**Metal 3**

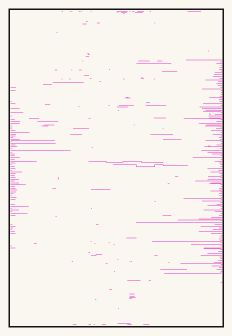
**Cell placement**

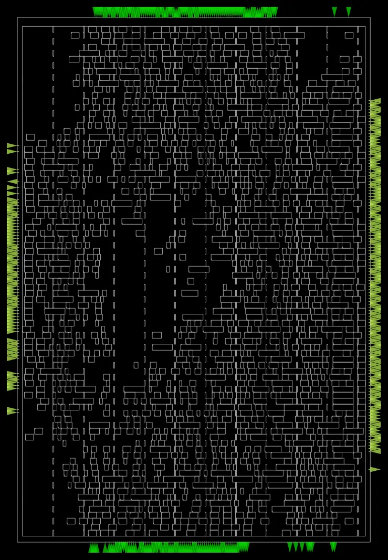
**Clock wires, drivers and flops**

Scale bar: 50 um.
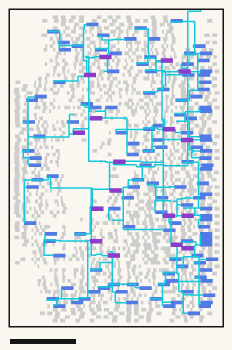
**Placement density heat map**

16 x 24 tiles, from white (low) to dark blue (high), 0 to 100% covered.
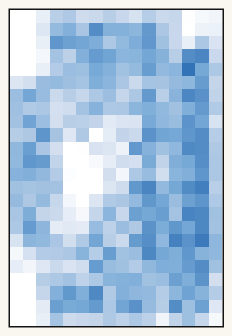
File: config.mk
export PLATFORM = sky130hd
export DESIGN_NAME = memory_request_arbiter_flat
export DESIGN_NICKNAME = d
export VERILOG_FILES = /design/src/rtl/memory_request_arbiter_if.sv /design/src/rtl/memory_request_arbiter.sv /design/src/flat_wrapper.sv
export SDC_FILE = /design/constraint.sdc
export NUM_CORES = 1
export LEC_CHECK = 0
export CELL_PAD_IN_SITES_DETAIL_PLACEMENT = 2
export CELL_PAD_IN_SITES_GLOBAL_PLACEMENT = 2
export CORE_ASPECT_RATIO = 1.5
export CORE_MARGIN = 2
export CORE_UTILIZATION = 25
export CTS_CLUSTER_SIZE = 25
export DETAILED_ROUTE_END_ITERATION = 12
export HOLD_SLACK_MARGIN = 0.06
export PLACE_DENSITY = 0.79
export SYNTH_ARGS = -nofsm -noshare
export SYNTH_HDL_FRONTEND = slang
export SYNTH_SLANG_ARGS = --single-unit
export TNS_END_PERCENT = 30
File: constraint.sdc
create_clock -name clock -period 3.6 [get_ports clock]
set_clock_uncertainty 0.05 [all_clocks]
set_input_delay 0.72 -clock clock [delete_from_list [all_inputs] [get_ports clock]]
set_output_delay 0.72 -clock clock [all_outputs]
set_load 0.1 [all_outputs]
File: src/rtl/memory_request_arbiter_if.sv
// Channel-side and memory-side bundles of the memory request arbiter.
// master: arbiter view; slave: requesters plus memory controller view.
interface memory_request_arbiter_if #(
  parameter int NUM_CH = 3,
  parameter int ADDR_W = 32,
  parameter int DATA_W = 32
);
  logic [NUM_CH-1:0]        ch_valid;
  logic [NUM_CH-1:0]        ch_ready;
  logic [NUM_CH-1:0]        ch_write;
  logic [NUM_CH*ADDR_W-1:0] ch_address;
  logic [NUM_CH*DATA_W-1:0] ch_write_data;
  logic [NUM_CH-1:0]        ch_resp_valid;
  logic [NUM_CH-1:0]        ch_resp_ready;
  logic                     ch_resp_error;
  logic [DATA_W-1:0]        ch_resp_read_data;
  logic                     mem_valid;
  logic                     mem_ready;
  logic                     mem_write;
  logic [ADDR_W-1:0]        mem_address;
  logic [DATA_W-1:0]        mem_write_data;
  logic                     mem_resp_valid;
  logic                     mem_resp_error;
  logic [DATA_W-1:0]        mem_resp_read_data;

  modport master (
    input  ch_valid, ch_write, ch_address,
    input  ch_write_data, ch_resp_ready,
    input  mem_ready, mem_resp_valid,
    input  mem_resp_error, mem_resp_read_data,
    output ch_ready, ch_resp_valid,
    output ch_resp_error, ch_resp_read_data,
    output mem_valid, mem_write,
    output mem_address, mem_write_data
  );

  modport slave (
    output ch_valid, ch_write, ch_address,
    output ch_write_data, ch_resp_ready,
    output mem_ready, mem_resp_valid,
    output mem_resp_error, mem_resp_read_data,
    input  ch_ready, ch_resp_valid,
    input  ch_resp_error, ch_resp_read_data,
    input  mem_valid, mem_write,
    input  mem_address, mem_write_data
  );
endinterface

File: src/rtl/memory_request_arbiter.sv
// Round-robin arbiter: NUM_CH requesters share one memory port.
// Ports: clock, clear_n (async low), bus (master), timeout_count.
module memory_request_arbiter #(
  parameter int NUM_CH         = 3,
  parameter int ADDR_W         = 32,
  parameter int DATA_W         = 32,
  parameter int TIMEOUT_CYCLES = 256
) (
  input  logic                     clock,
  input  logic                     clear_n,
  memory_request_arbiter_if.master bus,
  output logic [15:0]              timeout_count
);
  localparam int GW = (NUM_CH > 1) ? $clog2(NUM_CH) : 1;
  localparam int WW = $clog2(TIMEOUT_CYCLES);
  localparam logic [GW-1:0] LAST   = GW'(NUM_CH - 1);
  localparam logic [WW-1:0] WD_MAX = WW'(TIMEOUT_CYCLES - 1);

  typedef enum logic [1:0] {
    IDLE, ISSUE, WAIT_RESP, RESPOND
  } state_e;

  state_e            state_q, state_d;
  logic [GW-1:0]     last_q, last_d;
  logic [GW-1:0]     grant_q, grant_d;
  logic              wr_q, wr_d;
  logic [ADDR_W-1:0] addr_q, addr_d;
  logic [DATA_W-1:0] wdata_q, wdata_d;
  logic [WW-1:0]     wdog_q, wdog_d;
  logic              err_q, err_d;
  logic [DATA_W-1:0] rdata_q, rdata_d;
  logic [15:0]       tcnt_q, tcnt_d;

  logic              found;
  logic [GW-1:0]     pick;
  logic [GW-1:0]     idx;

  // Scan starts one past the last grant and wraps.
  always_comb begin
    found = 1'b0;
    pick  = '0;
    idx   = '0;
    for (int k = 1; k <= NUM_CH; k++) begin
      idx = GW'((int'(last_q) + k) % NUM_CH);
      if (!found && bus.ch_valid[idx]) begin
        found = 1'b1;
        pick  = idx;
      end
    end
  end

  always_comb begin
    state_d = state_q;
    last_d  = last_q;
    grant_d = grant_q;
    wr_d    = wr_q;
    addr_d  = addr_q;
    wdata_d = wdata_q;
    wdog_d  = wdog_q;
    err_d   = err_q;
    rdata_d = rdata_q;
    tcnt_d  = tcnt_q;
    bus.ch_ready      = '0;
    bus.ch_resp_valid = '0;
    bus.mem_valid     = 1'b0;
    unique case (state_q)
      IDLE: begin
        if (found) begin
          // ready is combinational; mask it while reset is held
          bus.ch_ready[pick] = clear_n;
          grant_d = pick;
          wr_d    = bus.ch_write[pick];
          addr_d  =
            bus.ch_address[int'(pick)*ADDR_W +: ADDR_W];
          wdata_d =
            bus.ch_write_data[int'(pick)*DATA_W +: DATA_W];
          state_d = ISSUE;
        end
      end
      ISSUE: begin
        bus.mem_valid = 1'b1;
        if (bus.mem_ready) begin
          wdog_d  = '0;
          state_d = WAIT_RESP;
        end
      end
      WAIT_RESP: begin
        wdog_d = wdog_q + 1'b1;
        // a real response beats a coincident timeout
        if (bus.mem_resp_valid) begin
          err_d   = bus.mem_resp_error;
          rdata_d = (wr_q || bus.mem_resp_error)
                  ? '0 : bus.mem_resp_read_data;
          state_d = RESPOND;
        end else if (wdog_q == WD_MAX) begin
          err_d   = 1'b1;
          rdata_d = '0;
          if (tcnt_q != 16'hFFFF) tcnt_d = tcnt_q + 16'd1;
          state_d = RESPOND;
        end
      end
      RESPOND: begin
        bus.ch_resp_valid[grant_q] = 1'b1;
        if (bus.ch_resp_ready[grant_q]) begin
          last_d  = grant_q;
          state_d = IDLE;
        end
      end
    endcase
  end

  always_ff @(posedge clock or negedge clear_n) begin
    if (!clear_n) begin
      state_q <= IDLE;
      last_q  <= LAST;
      grant_q <= '0;
      wr_q    <= 1'b0;
      addr_q  <= '0;
      wdata_q <= '0;
      wdog_q  <= '0;
      err_q   <= 1'b0;
      rdata_q <= '0;
      tcnt_q  <= '0;
    end else begin
      state_q <= state_d;
      last_q  <= last_d;
      grant_q <= grant_d;
      wr_q    <= wr_d;
      addr_q  <= addr_d;
      wdata_q <= wdata_d;
      wdog_q  <= wdog_d;
      err_q   <= err_d;
      rdata_q <= rdata_d;
      tcnt_q  <= tcnt_d;
    end
  end

  assign bus.mem_write         = wr_q;
  assign bus.mem_address       = addr_q;
  assign bus.mem_write_data    = wdata_q;
  assign bus.ch_resp_error     = err_q;
  assign bus.ch_resp_read_data = rdata_q;
  assign timeout_count         = tcnt_q;
endmodule

File: src/flat_wrapper.sv
// flat-port wrapper written by rule: the top's interface ports become plain ports
module memory_request_arbiter_flat 
#(
  parameter int NUM_CH         = 3,
  parameter int ADDR_W         = 32,
  parameter int DATA_W         = 32,
  parameter int TIMEOUT_CYCLES = 256
)
  (clock, clear_n, timeout_count, bus_ch_valid, bus_ch_write, bus_ch_address, bus_ch_write_data, bus_ch_resp_ready, bus_mem_ready, bus_mem_resp_valid, bus_mem_resp_error, bus_mem_resp_read_data, bus_ch_ready, bus_ch_resp_valid, bus_ch_resp_error, bus_ch_resp_read_data, bus_mem_valid, bus_mem_write, bus_mem_address, bus_mem_write_data);
  memory_request_arbiter_if #(.NUM_CH(NUM_CH), .ADDR_W(ADDR_W), .DATA_W(DATA_W)) bus_i ();
  input  logic clock;
  input  logic clear_n;
  output logic [15:0] timeout_count;
  input wire logic [$bits(bus_i.ch_valid)-1:0] bus_ch_valid;
  input wire logic [$bits(bus_i.ch_write)-1:0] bus_ch_write;
  input wire logic [$bits(bus_i.ch_address)-1:0] bus_ch_address;
  input wire logic [$bits(bus_i.ch_write_data)-1:0] bus_ch_write_data;
  input wire logic [$bits(bus_i.ch_resp_ready)-1:0] bus_ch_resp_ready;
  input wire logic [$bits(bus_i.mem_ready)-1:0] bus_mem_ready;
  input wire logic [$bits(bus_i.mem_resp_valid)-1:0] bus_mem_resp_valid;
  input wire logic [$bits(bus_i.mem_resp_error)-1:0] bus_mem_resp_error;
  input wire logic [$bits(bus_i.mem_resp_read_data)-1:0] bus_mem_resp_read_data;
  output wire logic [$bits(bus_i.ch_ready)-1:0] bus_ch_ready;
  output wire logic [$bits(bus_i.ch_resp_valid)-1:0] bus_ch_resp_valid;
  output wire logic [$bits(bus_i.ch_resp_error)-1:0] bus_ch_resp_error;
  output wire logic [$bits(bus_i.ch_resp_read_data)-1:0] bus_ch_resp_read_data;
  output wire logic [$bits(bus_i.mem_valid)-1:0] bus_mem_valid;
  output wire logic [$bits(bus_i.mem_write)-1:0] bus_mem_write;
  output wire logic [$bits(bus_i.mem_address)-1:0] bus_mem_address;
  output wire logic [$bits(bus_i.mem_write_data)-1:0] bus_mem_write_data;
  assign bus_i.ch_valid = bus_ch_valid;
  assign bus_i.ch_write = bus_ch_write;
  assign bus_i.ch_address = bus_ch_address;
  assign bus_i.ch_write_data = bus_ch_write_data;
  assign bus_i.ch_resp_ready = bus_ch_resp_ready;
  assign bus_i.mem_ready = bus_mem_ready;
  assign bus_i.mem_resp_valid = bus_mem_resp_valid;
  assign bus_i.mem_resp_error = bus_mem_resp_error;
  assign bus_i.mem_resp_read_data = bus_mem_resp_read_data;
  assign bus_ch_ready = bus_i.ch_ready;
  assign bus_ch_resp_valid = bus_i.ch_resp_valid;
  assign bus_ch_resp_error = bus_i.ch_resp_error;
  assign bus_ch_resp_read_data = bus_i.ch_resp_read_data;
  assign bus_mem_valid = bus_i.mem_valid;
  assign bus_mem_write = bus_i.mem_write;
  assign bus_mem_address = bus_i.mem_address;
  assign bus_mem_write_data = bus_i.mem_write_data;
  memory_request_arbiter #(.NUM_CH(NUM_CH), .ADDR_W(ADDR_W), .DATA_W(DATA_W), .TIMEOUT_CYCLES(TIMEOUT_CYCLES)) u_core (.clock(clock), .clear_n(clear_n), .bus(bus_i), .timeout_count(timeout_count));
endmodule
==> results.ini <==
[hold_path]
holdPathStages=1
worstHoldStart=u_core.timeout_count[6]
hp-class=register to register

[route]
route.antenna.remaining_nets=0
vias=10400
drtPass1Iterations=4
vias_per_cell=5.54
drt_iter0_drc=518
wl_per_cell_um=24.7

[clock_network]
h-tree-depth=4
post-cts-setup-buffer-count=0
cts-root-buf=clkbuf_16
path_clk_slew_ns=0.07

[run_status]
status=finished, final reports clean

[worst_setup_path]
critical_path.max_fanout=7
worstSetupPathType=register to primary output
cp.arrival_ns=2.70
crit_end=bus_ch_ready[0]
rrSetupSlack_ns=0.57
rr_endpoint=u_core.bus.mem_address[16]
crit_path_end_kind=primary output
crit_path_start_kind=register
required_ns=2.83

[final_timing]
fmax_mhz=288
whs_ns=0.447
maxSlewHeadroom_pct=28.1
tightest_slew_ns=1.08
maxSlewViolCount=0
period_used_pct=96.4
layout_min_cycle_time_ns=3.47
rsz0062_at_grt=false
hold_viol=0

[job]
warning_count=34

[logic_synthesis]
synth.top_cell.area_share_pct=34.8
synth-edff-count=0
ys_async_sr_fraction_pct=100
ff_type=dfrtp_1
synth_flops=128
ys_cells=1088
ys_seq_share_pct=35.1
synth.distinct_cells=48
synth-warning-count=0

[finish]
postLayoutCoreUtil_pct=38.4
fin_cells=1882

[die]
ios=359
initCoreUtil_pct=25.4
chip_area_sq_um=38100
die_w_um=160

[global_routing]
grt_use_total_pct=24.3
grt_overflow=0
grt_max_degree=71
grt_pass1_wl_um=71800
grt_pass1_vias=11700

## Picture notes: 'metal 3'
wire length on this layer: 1920 um
share of all routed wire: 4.1%

## Picture notes: 'cell placement'
CORE AREA: 35900 sq um
tap cell count: 478

## Picture notes: 'clock wires, drivers and flops'
legend:
  purple:
    item: clock-net drivers
    count: 17
  blue:
    item: flip-flops
    count: 128
  cyan:
    item: clock wires
    length: 2520 um
flops lie: widely spread
routed clock nets: 18
Late-Pin Clk Latency: 0.44 ns

## Picture notes: 'placement density heat map'
mean over tiles: 35%
nearly empty tiles: 8.3%
fullest tile: 73%

==> layer usage <==
layer	track usage, %	part of all wire (%)	wire [um]	vias to the layer above
met3	4.40	4.1	1920	99
met2	44.2	53	24500	322
met4	14.1	4.6	2160	8
li1	-	-	-	4678
met1	26.5	38	17800	5315
met5	0	0.12	54	-
==> repair_timing <==
action	in CTS	in global routing
setup endpoints to repair	0	3
gates resized	0	5
hold buffers	1	0
endpoints found under the hold margin	2	0
==> worst max-delay path, stage by stage (launching register included) <==
cell,delay (ns)
dfstp_2,0.57
inv_1,0.07
ha_2,0.24
mux2i_2,0.20
mux2i_4,0.25
o31a_2,0.24
nand2_1,0.17
nor3b_4,0.28
buf_12,0.21
==> cell families after synthesis <==
| family | after synthesis | synth area share (%) |
|---|---|---|
| buffers and inverters | 124 | 6.06 |
| muxes | 15 | 1.75 |
| adders and majority gates | 11 | 1.51 |
| DFF | 128 | 35.1 |
| and+or+nand+nor | 474 | 24.5 |
| AOI/OAI and AO/OA | 320 | 29.5 |
| xor gates and xnor gates | 16 | 1.54 |
==> state kept, by name (all words and copies together), names as in the netlist, 2 cells and up <==
signal                        count
u_core.bus.ch_resp_read_data     32
u_core.wdog_q                     8
u_core.grant_q                    2
u_core.bus.mem_address           32
u_core.last_q                     2
u_core.state_q                    2
u_core.timeout_count             16
u_core.bus.mem_write_data        32
==> final cells by class <==
| cell class | instances | area, sq um |
|---|---|---|
| clock buffers | 18 | 439 |
| diodes | 15 | 37.5 |
| inverters | 8 | 30.0 |
| multi-input cells | 836 | 5460 |
| repair buffers | 385 | 3880 |
| flip-flops and latches | 128 | 3200 |
| fillers | 4009 | 22100 |
| clock inverters | 14 | 148 |
| well taps | 478 | 598 |
==> cells in the final DEF (no fill, tap or decap), types with 3 or more instances in the layout <==
cell type,Yosys,routed
buf_12,0,12
ha_1,11,9
a22o_1,35,35
a211oi_1,145,145
a211oi_2,50,50
buf_4,0,37
xnor2_1,11,11
inv_6,0,5
nor4_1,3,3
inv_8,0,3
o211ai_1,65,65
and3_1,67,67
clkdlybuf4s50_1,0,334
nand2b_1,7,6
nand4_1,6,6
nand2_1,149,149
o21ai_0,6,6
a21oi_1,3,3
inv_1,8,7
diode_2,0,15
clkinvlp_4,0,3
nor3_1,73,73
nand3b_1,4,4
dfrtp_1,127,127
xor2_1,5,5
clkbuf_16,0,17
mux2i_1,9,8
nor2_1,76,74
nand3_1,76,76
mux2_2,5,5
==> through the flow <==
stage	TNS, ns	setup WS (ns)	area (sq um)
after floorplan	-0.782	-0.273	9140
after global placement	0	0.313	13100
after detailed placement	0	0.182	13100
after CTS	0	0.0379	13700
after global routing	0	0.0112	13800
final	0	0.128	13800
